## config.mk

```make
export PLATFORM = sky130hd
export DESIGN_NAME = audio_mode_ctrl
export DESIGN_NICKNAME = d
export VERILOG_FILES = /design/src/rtl/audio_ctrl_pkg.sv /design/src/rtl/key_edge.sv /design/src/rtl/audio_mode_ctrl.sv
export SDC_FILE = /design/constraint.sdc
export NUM_CORES = 1
export LEC_CHECK = 0
export CORE_MARGIN = 4
export CORE_UTILIZATION = 42
export CTS_CLUSTER_DIAMETER = 200
export CTS_CLUSTER_SIZE = 28
export DETAILED_ROUTE_END_ITERATION = 7
export HOLD_SLACK_MARGIN = 0.03
export MAX_ROUTING_LAYER = met4
export PLACE_DENSITY = 0.74
export SLEW_MARGIN = 0
export SYNTH_ARGS = -nofsm -noshare
export SYNTH_HDL_FRONTEND = slang
export SYNTH_SLANG_ARGS = --single-unit
export TNS_END_PERCENT = 30
```

## constraint.sdc

```tcl
create_clock -name i_clk -period 3.2 [get_ports i_clk]
set_clock_uncertainty 0.1 [all_clocks]
set_input_delay 0.64 -clock i_clk [delete_from_list [all_inputs] [get_ports i_clk]]
set_output_delay 0.64 -clock i_clk [all_outputs]
set_load 0.02 [all_outputs]
```

## src/rtl/audio_ctrl_pkg.sv

```systemverilog
// rtl/audio_ctrl_pkg.sv - shared types and defaults for the audio mode controller
package audio_ctrl_pkg;

  typedef enum logic [2:0] {
    IDLE       = 3'd0,
    REC        = 3'd1,
    REC_PAUSE  = 3'd2,
    PLAY       = 3'd3,
    PLAY_PAUSE = 3'd4
  } state_t;

  typedef logic signed [3:0] speed_t;

  localparam int MAX_SPEED_DEF = 7;

  typedef enum logic [1:0] {
    KEY_NONE = 2'd0,
    KEY_1    = 2'd1,
    KEY_0    = 2'd2,
    KEY_2    = 2'd3
  } key_sel_t;

  // One key event per cycle: key_1 beats key_0 beats key_2.
  function automatic key_sel_t pick_key(input logic k0, input logic k1, input logic k2);
    if (k1) begin
      return KEY_1;
    end else if (k0) begin
      return KEY_0;
    end else if (k2) begin
      return KEY_2;
    end else begin
      return KEY_NONE;
    end
  endfunction

endpackage

```

## src/rtl/key_edge.sv

```systemverilog
// rtl/key_edge.sv - input sampling chain with a registered edge pulse
// STAGES sets the sampling depth; ANY_EDGE selects toggle detection instead of rising-edge only.
module key_edge #(
  parameter int STAGES   = 1,
  parameter bit ANY_EDGE = 1'b0
) (
  input  logic clk_i,
  input  logic rst_i,
  input  logic in_i,
  output logic level_o,
  output logic pulse_o
);

  logic [STAGES-1:0] sync_q;
  logic [STAGES:0]   chain;
  logic              pulse_q;

  assign chain = {sync_q, in_i};

  always_ff @(posedge clk_i or posedge rst_i) begin
    if (rst_i) begin
      sync_q  <= '0;
      pulse_q <= 1'b0;
    end else begin
      sync_q  <= chain[STAGES-1:0];
      pulse_q <= ANY_EDGE ? (chain[STAGES-1] ^ chain[STAGES])
                          : (chain[STAGES-1] & ~chain[STAGES]);
    end
  end

  assign level_o = chain[STAGES];
  assign pulse_o = pulse_q;

endmodule

```

## src/rtl/audio_mode_ctrl.sv

```systemverilog
// rtl/audio_mode_ctrl.sv - record/playback sequencer: keys and mode switch to recorder/player commands
module audio_mode_ctrl
  import audio_ctrl_pkg::*;
#(
  parameter int ADDR_W    = 20,
  parameter int MAX_SPEED = MAX_SPEED_DEF
) (
  input  logic              i_clk,
  input  logic              i_rst,
  input  logic              i_key_0,
  input  logic              i_key_1,
  input  logic              i_key_2,
  input  logic              i_sw_0,
  input  logic [ADDR_W-1:0] i_rec_addr,
  input  logic              i_rec_full,
  input  logic              i_play_done,
  output logic              o_rec_start,
  output logic              o_rec_pause,
  output logic              o_rec_stop,
  output logic              o_play_start,
  output logic              o_play_pause,
  output logic              o_play_stop,
  output logic              o_recording,
  output logic              o_playing,
  output logic [3:0]        o_speed_idx,
  output logic [ADDR_W-1:0] o_rec_len,
  output logic [2:0]        o_state
);

  localparam speed_t SPD_MAX = speed_t'(MAX_SPEED);
  localparam speed_t SPD_MIN = speed_t'(-MAX_SPEED);

  logic k0_p, k1_p, k2_p, k0_lvl, k1_lvl, k2_lvl;
  logic sw_lvl, sw_tog;
  logic unused_key_lvl;

  key_edge #(.STAGES(1), .ANY_EDGE(1'b0)) u_key0 (
    .clk_i(i_clk), .rst_i(i_rst), .in_i(i_key_0), .level_o(k0_lvl), .pulse_o(k0_p));
  key_edge #(.STAGES(1), .ANY_EDGE(1'b0)) u_key1 (
    .clk_i(i_clk), .rst_i(i_rst), .in_i(i_key_1), .level_o(k1_lvl), .pulse_o(k1_p));
  key_edge #(.STAGES(1), .ANY_EDGE(1'b0)) u_key2 (
    .clk_i(i_clk), .rst_i(i_rst), .in_i(i_key_2), .level_o(k2_lvl), .pulse_o(k2_p));
  key_edge #(.STAGES(2), .ANY_EDGE(1'b1)) u_sw (
    .clk_i(i_clk), .rst_i(i_rst), .in_i(i_sw_0), .level_o(sw_lvl), .pulse_o(sw_tog));

  assign unused_key_lvl = k0_lvl ^ k1_lvl ^ k2_lvl;

  state_t              state_q;
  speed_t              speed_q;
  logic [ADDR_W-1:0]   rec_len_q;
  logic                rec_start_q, rec_pause_q, rec_stop_q;
  logic                play_start_q, play_pause_q, play_stop_q;
  key_sel_t            key;
  logic                in_rec, in_play;

  assign key     = pick_key(k0_p, k1_p, k2_p);
  assign in_rec  = (state_q == REC) || (state_q == REC_PAUSE);
  assign in_play = (state_q == PLAY) || (state_q == PLAY_PAUSE);

  always_ff @(posedge i_clk or posedge i_rst) begin
    if (i_rst) begin
      state_q      <= IDLE;
      speed_q      <= '0;
      rec_len_q    <= '0;
      rec_start_q  <= 1'b0;
      rec_pause_q  <= 1'b0;
      rec_stop_q   <= 1'b0;
      play_start_q <= 1'b0;
      play_pause_q <= 1'b0;
      play_stop_q  <= 1'b0;
    end else begin
      rec_start_q  <= 1'b0;
      rec_pause_q  <= 1'b0;
      rec_stop_q   <= 1'b0;
      play_start_q <= 1'b0;
      play_pause_q <= 1'b0;
      play_stop_q  <= 1'b0;
      // Forced stops (switch toggle, then end-of-media) outrank any key.
      if (in_rec && (sw_tog || (state_q == REC && i_rec_full) || key == KEY_0)) begin
        state_q    <= IDLE;
        rec_stop_q <= 1'b1;
        rec_len_q  <= i_rec_addr;
      end else if (in_play && (sw_tog || i_play_done || (state_q == PLAY && key == KEY_0))) begin
        state_q     <= IDLE;
        play_stop_q <= 1'b1;
      end else begin
        case (state_q)
          IDLE: begin
            if (key == KEY_1 && sw_lvl) begin
              state_q      <= PLAY;
              play_start_q <= 1'b1;
            end else if (key == KEY_1) begin
              state_q     <= REC;
              rec_start_q <= 1'b1;
            end else if (sw_lvl && key == KEY_0 && speed_q != SPD_MAX) begin
              speed_q <= speed_q + speed_t'(1);
            end else if (sw_lvl && key == KEY_2 && speed_q != SPD_MIN) begin
              speed_q <= speed_q - speed_t'(1);
            end
          end
          REC: begin
            if (key == KEY_1) begin
              state_q     <= REC_PAUSE;
              rec_pause_q <= 1'b1;
            end
          end
          REC_PAUSE: begin
            if (key == KEY_1) begin
              state_q     <= REC;
              rec_start_q <= 1'b1;
            end
          end
          PLAY: begin
            if (key == KEY_1) begin
              state_q      <= PLAY_PAUSE;
              play_pause_q <= 1'b1;
            end else if (key == KEY_2 && speed_q != SPD_MIN) begin
              speed_q <= speed_q - speed_t'(1);
            end
          end
          PLAY_PAUSE: begin
            if (key == KEY_1) begin
              state_q      <= PLAY;
              play_start_q <= 1'b1;
            end else if (key == KEY_0 && speed_q != SPD_MAX) begin
              speed_q <= speed_q + speed_t'(1);
            end else if (key == KEY_2 && speed_q != SPD_MIN) begin
              speed_q <= speed_q - speed_t'(1);
            end
          end
          default: state_q <= IDLE;
        endcase
      end
    end
  end

  assign o_rec_start  = rec_start_q;
  assign o_rec_pause  = rec_pause_q;
  assign o_rec_stop   = rec_stop_q;
  assign o_play_start = play_start_q;
  assign o_play_pause = play_pause_q;
  assign o_play_stop  = play_stop_q;
  assign o_recording  = (state_q == REC);
  assign o_playing    = (state_q == PLAY);
  assign o_speed_idx  = speed_q;
  assign o_rec_len    = rec_len_q;
  assign o_state      = state_q;

endmodule

```

==> flow_summary.yaml, run 1 <==
# flow metrics
global_routing:
  overflow: 0
  busiest_layer: "met2"
  grt_pass1_wl_mm: 6.679
  gr-usage-met2_pct: 26.75
  grt_max_degree: 43
  grt_usage_pct: 16.35
  grtUsageMet1_pct: 18.91
  grt_pass1_vias: 1415
clocking:
  cts_root_buf: "clkbuf_8"
  cts_resized: 0
  clk_path_buf_depth: 2
  h-tree-depth: 2
  numClockSinks: 42
  post_cts_buffers: 0
  clk_pin_slew_ns: 0.08
synthesis:
  synth_area_per_cell_um2: 11.78
  synth.distinct_cells: 44
  synthesis.nets: 194
  syn-instance-count: 163
  yosys-stat-area_mm2: 0.001919
  yosys_warnings: 0
job:
  maxCapViolations: 0
  warnings: 28
critical_path:
  cp_data_required_time_ns: 2.46
  path_max_fanout: 13
  critPathKind: "flip-flop to output port"
  critPathBufInv: 3
  regToRegSetupSlack_ns: 1.01
  worst-endpoint-arrival_ns: 2.05
  worst_path_max_delay_cell: "clkdlybuf4s50_1"
  crit_family: "buffers and inverters"
floorplan:
  die-area_mm2: 0.005715
  ioPinCount: 63
  core_area_mm2: 0.004384
  rows: 24
  die_x_um: 75.60
  fp_util_pct: 43.78
final_timing:
  fin_crit_ns: 2.794
  setup-tns-final_ns: 0
  report.final.slew_viol_count: 0
  finalClockPeriodUsage_pct: 87.30
  max_freq_ghz: 0.3580
  rsz0062_at_grt: "no"
routing:
  via_count: 1456
  drcViolationCount: 0
  vias_per_cell: 5.200
  firstDrtPassIters: 4
finish:
  final_area_mm2: 0.002666
  stdcell_count: 280
  largest_register_ffs: 20
  final-comb-area_um2: 779.5
  nFillCells: 367
  drive_gt1_share_pct: 17.54
  post-route-util_pct: 60.82
status:
  status: "finished, final reports clean"
place:
  post_dp_cell_area_mm2: 0.002571
  port_buffers: 62
power_and_ir_drop:
  p_leak_uw: 0.001110
  p_total_uw: 2448
min_path:
  hold_path_class: "flip-flop to flip-flop"
-- run 1: where the power goes --
group          total (uW)  internal [uW]  switching (uW)
Combinational        1220            641             579
Clock                 359            178             180
Sequential            869            717             152
-- run 1: cell usage in the layout, fill, tap and decap left out, types with 6 or more instances in the layout --
master / instances
clkbuf_8: 6
inv_1: 9
mux2_2: 20
nor2b_1: 6
nor3_1: 7
clkdlybuf4s50_1: 62
nand2_1: 8
a21oi_1: 10
dfrtp_1: 42
nor2_1: 12
-- run 1: final cells by class --
| cell class | count | area share, % |
|---|---|---|
| sequential | 42 | 39.42 |
| multi-input combinational | 104 | 29.24 |
| timing repair buffer | 64 | 23.84 |
| clock buffer | 7 | 3.238 |
| tap | 52 | 2.440 |
| inverter | 10 | 1.502 |
| clock inverter | 1 | 0.3285 |
-- run 1: metal layers --
layer	wire length, um	vias up
li1	-	704
met1	1654	691
met2	2058	52
met3	274	9
met4	80	0
met5	0	-
-- run 1: Yosys cell counts, drive strengths merged --
master / instances / area share, %
o32ai: 2 / 1.3
a21oi: 12 / 3.5
a22oi: 1 / 0.39
mux2: 20 / 12
inv: 10 / 2.1
o221ai: 2 / 0.91
a22o: 2 / 0.91
nand2b: 1 / 0.72
o21ai: 5 / 1.3
dfrtp: 42 / 55
nand2: 8 / 1.6
or2: 2 / 0.78
nor2b: 7 / 2.4
o32a: 1 / 0.52
clkbuf: 1 / 0.20
a221o: 1 / 0.52
and3: 1 / 0.33
a2111oi: 1 / 0.78
nor4: 1 / 0.33
o2bb2ai: 1 / 0.46
xnor2: 1 / 0.46
nand4: 1 / 0.33
o21bai: 1 / 0.39
a21boi: 1 / 0.59
xor2: 1 / 0.46
nor3: 8 / 2.3
mux2i: 1 / 0.52
nor2: 12 / 2.3
a32o: 1 / 0.52
o211ai: 2 / 0.78
o31ai: 1 / 0.39
or3: 2 / 0.65
nand3b: 1 / 0.39
ha: 3 / 2.0
buf: 6 / 2.3
-- run 1: path summary, 6_finish.rpt --
check                                               from                          to  depth (start not counted)
worst max-delay path              o_state[1]$_DFFE_PP0P_                   o_playing                          4
worst min-delay path            u_key0.level_o$_DFF_PP0_    u_key0.pulse_o$_DFF_PP0_                          1
worst max register to register    o_state[2]$_DFFE_PP0P_  o_speed_idx[1]$_DFFE_PP0P_                          7
worst min register to register  u_key0.level_o$_DFF_PP0_    u_key0.pulse_o$_DFF_PP0_                          1
max in group asynchronous                          i_rst      o_state[2]$_DFFE_PP0P_                          3
min in group asynchronous                          i_rst    o_rec_len[7]$_DFFE_PP0N_                          3
-- run 1: stage by stage --
step,hold slack [ns],setup slack [ns]
floorplan,0.2715,1.205
global placement,0.2807,0.7778
detailed placement,0.2855,0.7325
CTS,0.2967,0.3878
global route,0.3078,0.2925
finish,0.2931,0.4064
-- run 1: kinds of logic after synthesis --
kind of cell | share of synthesized area (%)
AOI/OAI and AO/OA | 13.30
xor gates and xnor gates | 0.9128
adders and majority gates | 1.956
buffers and inverters | 4.628
DFF | 54.76
muxes | 12.26
and+or+nand+nor | 12.19
### Routed metal, one colour a layer, run 1

(4 px per um) Only two layers are drawn.
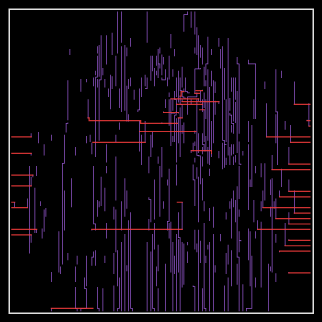
purple -> metal 2  # wire length 2,060 um
red -> metal 3  # wire length 274 um

### Zoomed window, run 1

Region (23, 23) to (53, 53) um. Cells in grey, sequential cells in the stronger grey; small squares are vias.
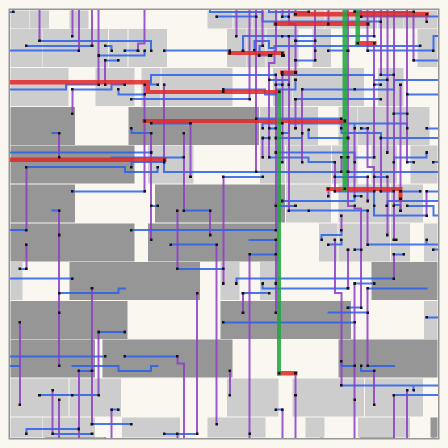
red -> metal 3
blue -> metal 1
green -> metal 4
purple -> metal 2
sequential cells in the window = 14
netlist names of flops here include = `o_rec_len` (5), `o_state` (2)
cells with their middle in the window = 59
most frequent = dfrtp_1 (14), nor2_1 (7), mux2_2 (5)

### Logic cells by family, run 1

(4 px per um)
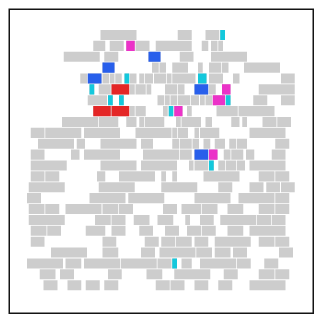
magenta -> and/or cells  # cells 5
cyan -> inv cells  # cells 10
blue -> non-inverting ao/oa cells  # cells 5, where top middle
red -> fa/ha/maj cells  # cells 3

### Placement view, run 1

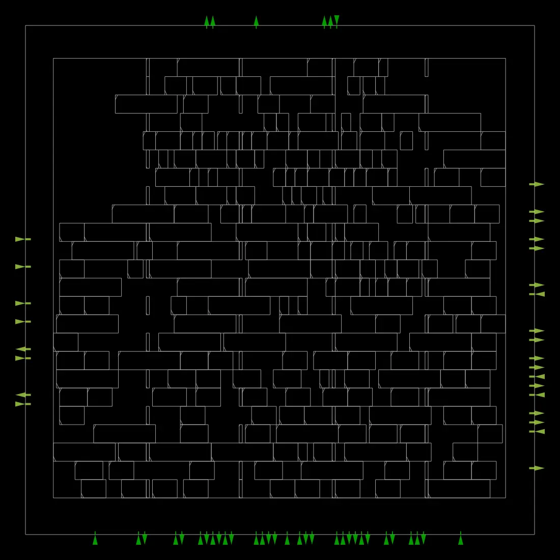

==> inputs of run 2 (changes only) <==
Settings changed: CORE_MARGIN 4 to 2.
### Placement view, run 2

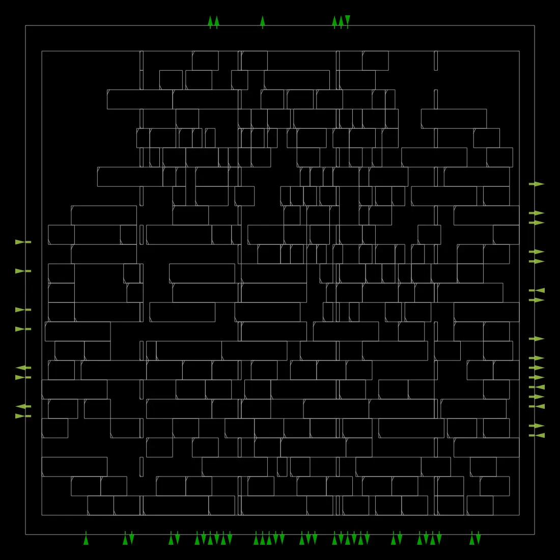
Final Core Density: 60.62%
sequential cell area share: 39.55%
inserted tap cell count: 52
flip-flops: 42

### Signal metal coverage by tile, run 2

(4 px per um) The die is cut into 14 by 14 equal tiles; dark purple is low, yellow is high, scaled to the fullest tile. Values are wire area over tile area, all layers added.
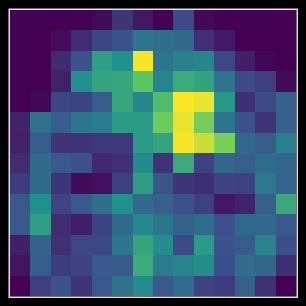
tiles over half the peak = 16%
fullest tile = 0.41
mean over tiles = 0.12
nearly empty tiles = 12%
emptiest ninth of the die = top left

### Zoomed window, run 2

Region (21, 21) to (51, 51) um. Cells in grey, sequential cells in the stronger grey; small squares are vias.
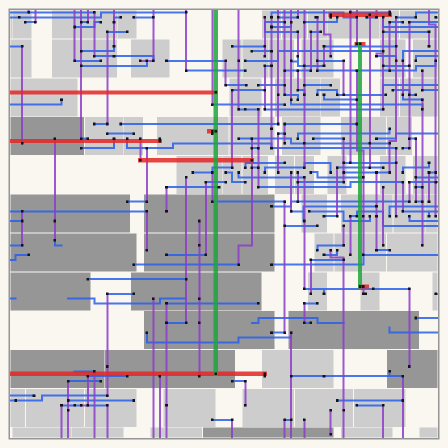

==> run 2 against run 1 <==
  * Final cell count unchanged
  * Worst hold slack better by 0.0010 ns
  * Worst setup slack better by 0.042 ns
  * Fmax up 1.5%
  * Sequential share of layout area up 0.13 points
  * Critical path depth unchanged
  * Clock power down 7.5%
  * Register-to-register slack better by 0.03 ns
  * Combinational power about the same
==> flow_summary.yaml, run 2 <==
# flow metrics
clocking:
  clk_path_buf_depth: 2
  numClockSinks: 42
  post_cts_buffers: 0
  cts_buffers: 5
  clk_pin_slew_ns: 0.07
  ctsHoldBuffers: 0
  clock_latency_ns: 0.29
  tritoncts: "built"
  cts_resized: 0
  cts_root_buf: "clkbuf_8"
  h-tree-depth: 2
synthesis:
  yosysCellCount: 163
  synth-edff-count: 0
  synthesis.nets: 194
  yosys-top-cells-count: "42 x dfrtp_1, 20 x mux2_2, 12 x nor2_1"
  netlist_area_mm2: 0.001919
  ys_ff: 42
  yosys_warnings: 0
  top_area_cell: "dfrtp_1"
  flop_cell: "dfrtp_1"
  yosysMostFrequentCell: "dfrtp_1"
  syn-instance-count: 163
  synthTopCellsByArea: "dfrtp_1 55%, mux2_2 12%, a21oi_1 2.6%"
  top_cell_area_share_pct: 54.76
  synth_area_per_cell_um2: 11.78
  async_reset_ff_share_pct: 100.0
  synth_seq_share_pct: 54.76
  yosys-stat-area_mm2: 0.001919
  synth.distinct_cells: 44
place:
  gp_congestion: 0.8642
  port_buffers: 62
  dp.cells: 272
  dp_hpwl_mm: 2.839
power_and_ir_drop:
  irDropWorstVdd_v: 0.0005180
  p_leak_uw: 0.001107
  power_density_mw_per_mm2: 909.5
  p_total_uw: 2417
final_timing:
  relSlewSlack_pct: 63.75
  max_freq_ghz: 0.3634
  hold_violations: 0
  worst_slew_pin_slew_ns: 0.5396
  setup_violations: 0
  rsz0062_at_grt: "no"
  setup-tns-final_ns: 0
  fin_crit_ns: 2.752
  finalClockPeriodUsage_pct: 85.99
  report.final.slew_viol_count: 0
critical_path:
  start_kind: "flip-flop"
  worst-endpoint-arrival_ns: 2.01
  cp_data_required_time_ns: 2.46
  path_max_fanout: 12
  worst_path_max_delay_cell: "clkdlybuf4s50_1"
  worstPathCellList: "nand2b_4, or2_4, inv_4, clkdlybuf4s50_1"
  critPathKind: "flip-flop to output port"
  critPathMaxStageDelay_ns: 0.60
  end_kind: "output port"
routing:
  final_antenna_net_count: 0
  drcViolationCount: 0
  wl_mm: 3.870
  first_iter_violations: 118
  firstDrtPassIters: 4
  wl_per_cell_um: 13.82
  vias_per_cell: 5.125
  via_count: 1435
finish:
  diodes: 0
  stdcell_count: 280
  final_layout_top_logic_cell: "clkdlybuf4s50_1"
  nFillCells: 370
  largest_register_ffs: 20
  fin_nets: 258
  drive_gt1_share_pct: 17.54
  layout_top_cells: "62 x clkdlybuf4s50_1, 42 x dfrtp_1, 20 x mux2_2, 12 x nor2_1, 10 x a21oi_1"
  register_area_mm2: 0.001051
  area_delta_synth_final_pct: 38.46
  final-comb-area_um2: 779.5
floorplan:
  fp_util_pct: 43.78
  die_h_um: 71.60
  die-area_mm2: 0.005127
  core_area_mm2: 0.004384
  die_x_um: 71.60
  rows: 24
  ioPinCount: 63
global_routing:
  grt_usage_pct: 17.34
  antenna_found_initial: 0
  grt_pass1_vias: 1436
  overflow: 0
  grt_max_degree: 43
  grt_pass1_wl_mm: 6.679
status:
  status: "finished, final reports clean"
job:
  maxCapViolations: 0
  warnings: 28
min_path:
  hold_path_class: "flip-flop to flip-flop"
==> run 2: cell count changes in the layout (fill, tap and decap cells not counted) <==
cell      previous run  this run
clkbuf_8             6         5
clkinv_2             0         1
clkinv_4             0         1
inv_6                1         0
==> run 2: metrics by stage <==
step / area, um^2 / utilization, % / hold slack (ns) / setup WS, ns
6_report: 2658 / 60.62 / 0.2941 / 0.4482
2_1_floorplan: 1919 / - / 0.2715 / 1.205
3_5_place_dp: 2571 / 58.65 / 0.2882 / 0.7452
4_1_cts: 2658 / 60.62 / 0.2995 / 0.4255
5_1_grt: 2658 / 60.62 / 0.3123 / 0.3501
3_3_place_gp: 2571 / 58.65 / 0.2818 / 0.7862
==> run 2: layer usage <==
| metal | part of all wire, % | global-route usage, % | wire length (um) | vias to the layer above |
|---|---|---|---|---|
| met1 | 43 | 20.59 | 1652 | 681 |
| met5 | 0 | - | 0 | - |
| met2 | 50 | 27.67 | 1941 | 40 |
| met4 | 2.6 | 8.805 | 99 | 0 |
| met3 | 4.6 | 3.938 | 177 | 8 |
| li1 | - | - | - | 706 |
==> run 2: final timing paths <==
path / start / endpoint / slack (ns) / cells past startpoint
max: o_state[2]$_DFFE_PP0P_ / o_playing / 0.45 / 4
min: u_key2.level_o$_DFF_PP0_ / u_key2.pulse_o$_DFF_PP0_ / 0.29 / 1
max reg2reg: o_state[2]$_DFFE_PP0P_ / o_speed_idx[1]$_DFFE_PP0P_ / 1.04 / 7
min reg2reg: u_key2.level_o$_DFF_PP0_ / u_key2.pulse_o$_DFF_PP0_ / 0.29 / 1
max in group asynchronous: i_rst / u_key2.pulse_o$_DFF_PP0_ / 1.97 / 3
min in group asynchronous: i_rst / o_rec_len[16]$_DFFE_PP0N_ / 0.67 / 3
==> run 2: cells by family after synthesis <==
logic type / synth area share [%]
AOI/OAI and AO/OA: 13.30
xor gates and xnor gates: 0.9128
adders and majority gates: 1.956
buffers and inverters: 4.628
DFF: 54.76
muxes: 12.26
and+or+nand+nor: 12.19
==> run 2: final cells by class <==
class	count	share of cell area, %
flip-flops and latches	42	39.55
clock buffers	6	2.731
well taps	52	2.448
clock inverters	2	0.5179
repair buffers	64	23.92
inverters	10	1.507
multi-input cells	104	29.33
==> run 2: critical path, delay by kind of cell (launching register included) <==
| kind | cells | cell delay (ns) |
|---|---|---|
| DFF | 1 | 0.53 |
| and+or+nand+nor | 2 | 0.52 |
| buffers and inverters | 2 | 0.68 |
==> run 2: power by group <==
group / internal, uW / total [uW] / switching (uW)
registers: 717 / 867 / 149
clock network: 154 / 332 / 178
logic: 641 / 1220 / 578
Power is estimated from default activity; no workload was simulated.
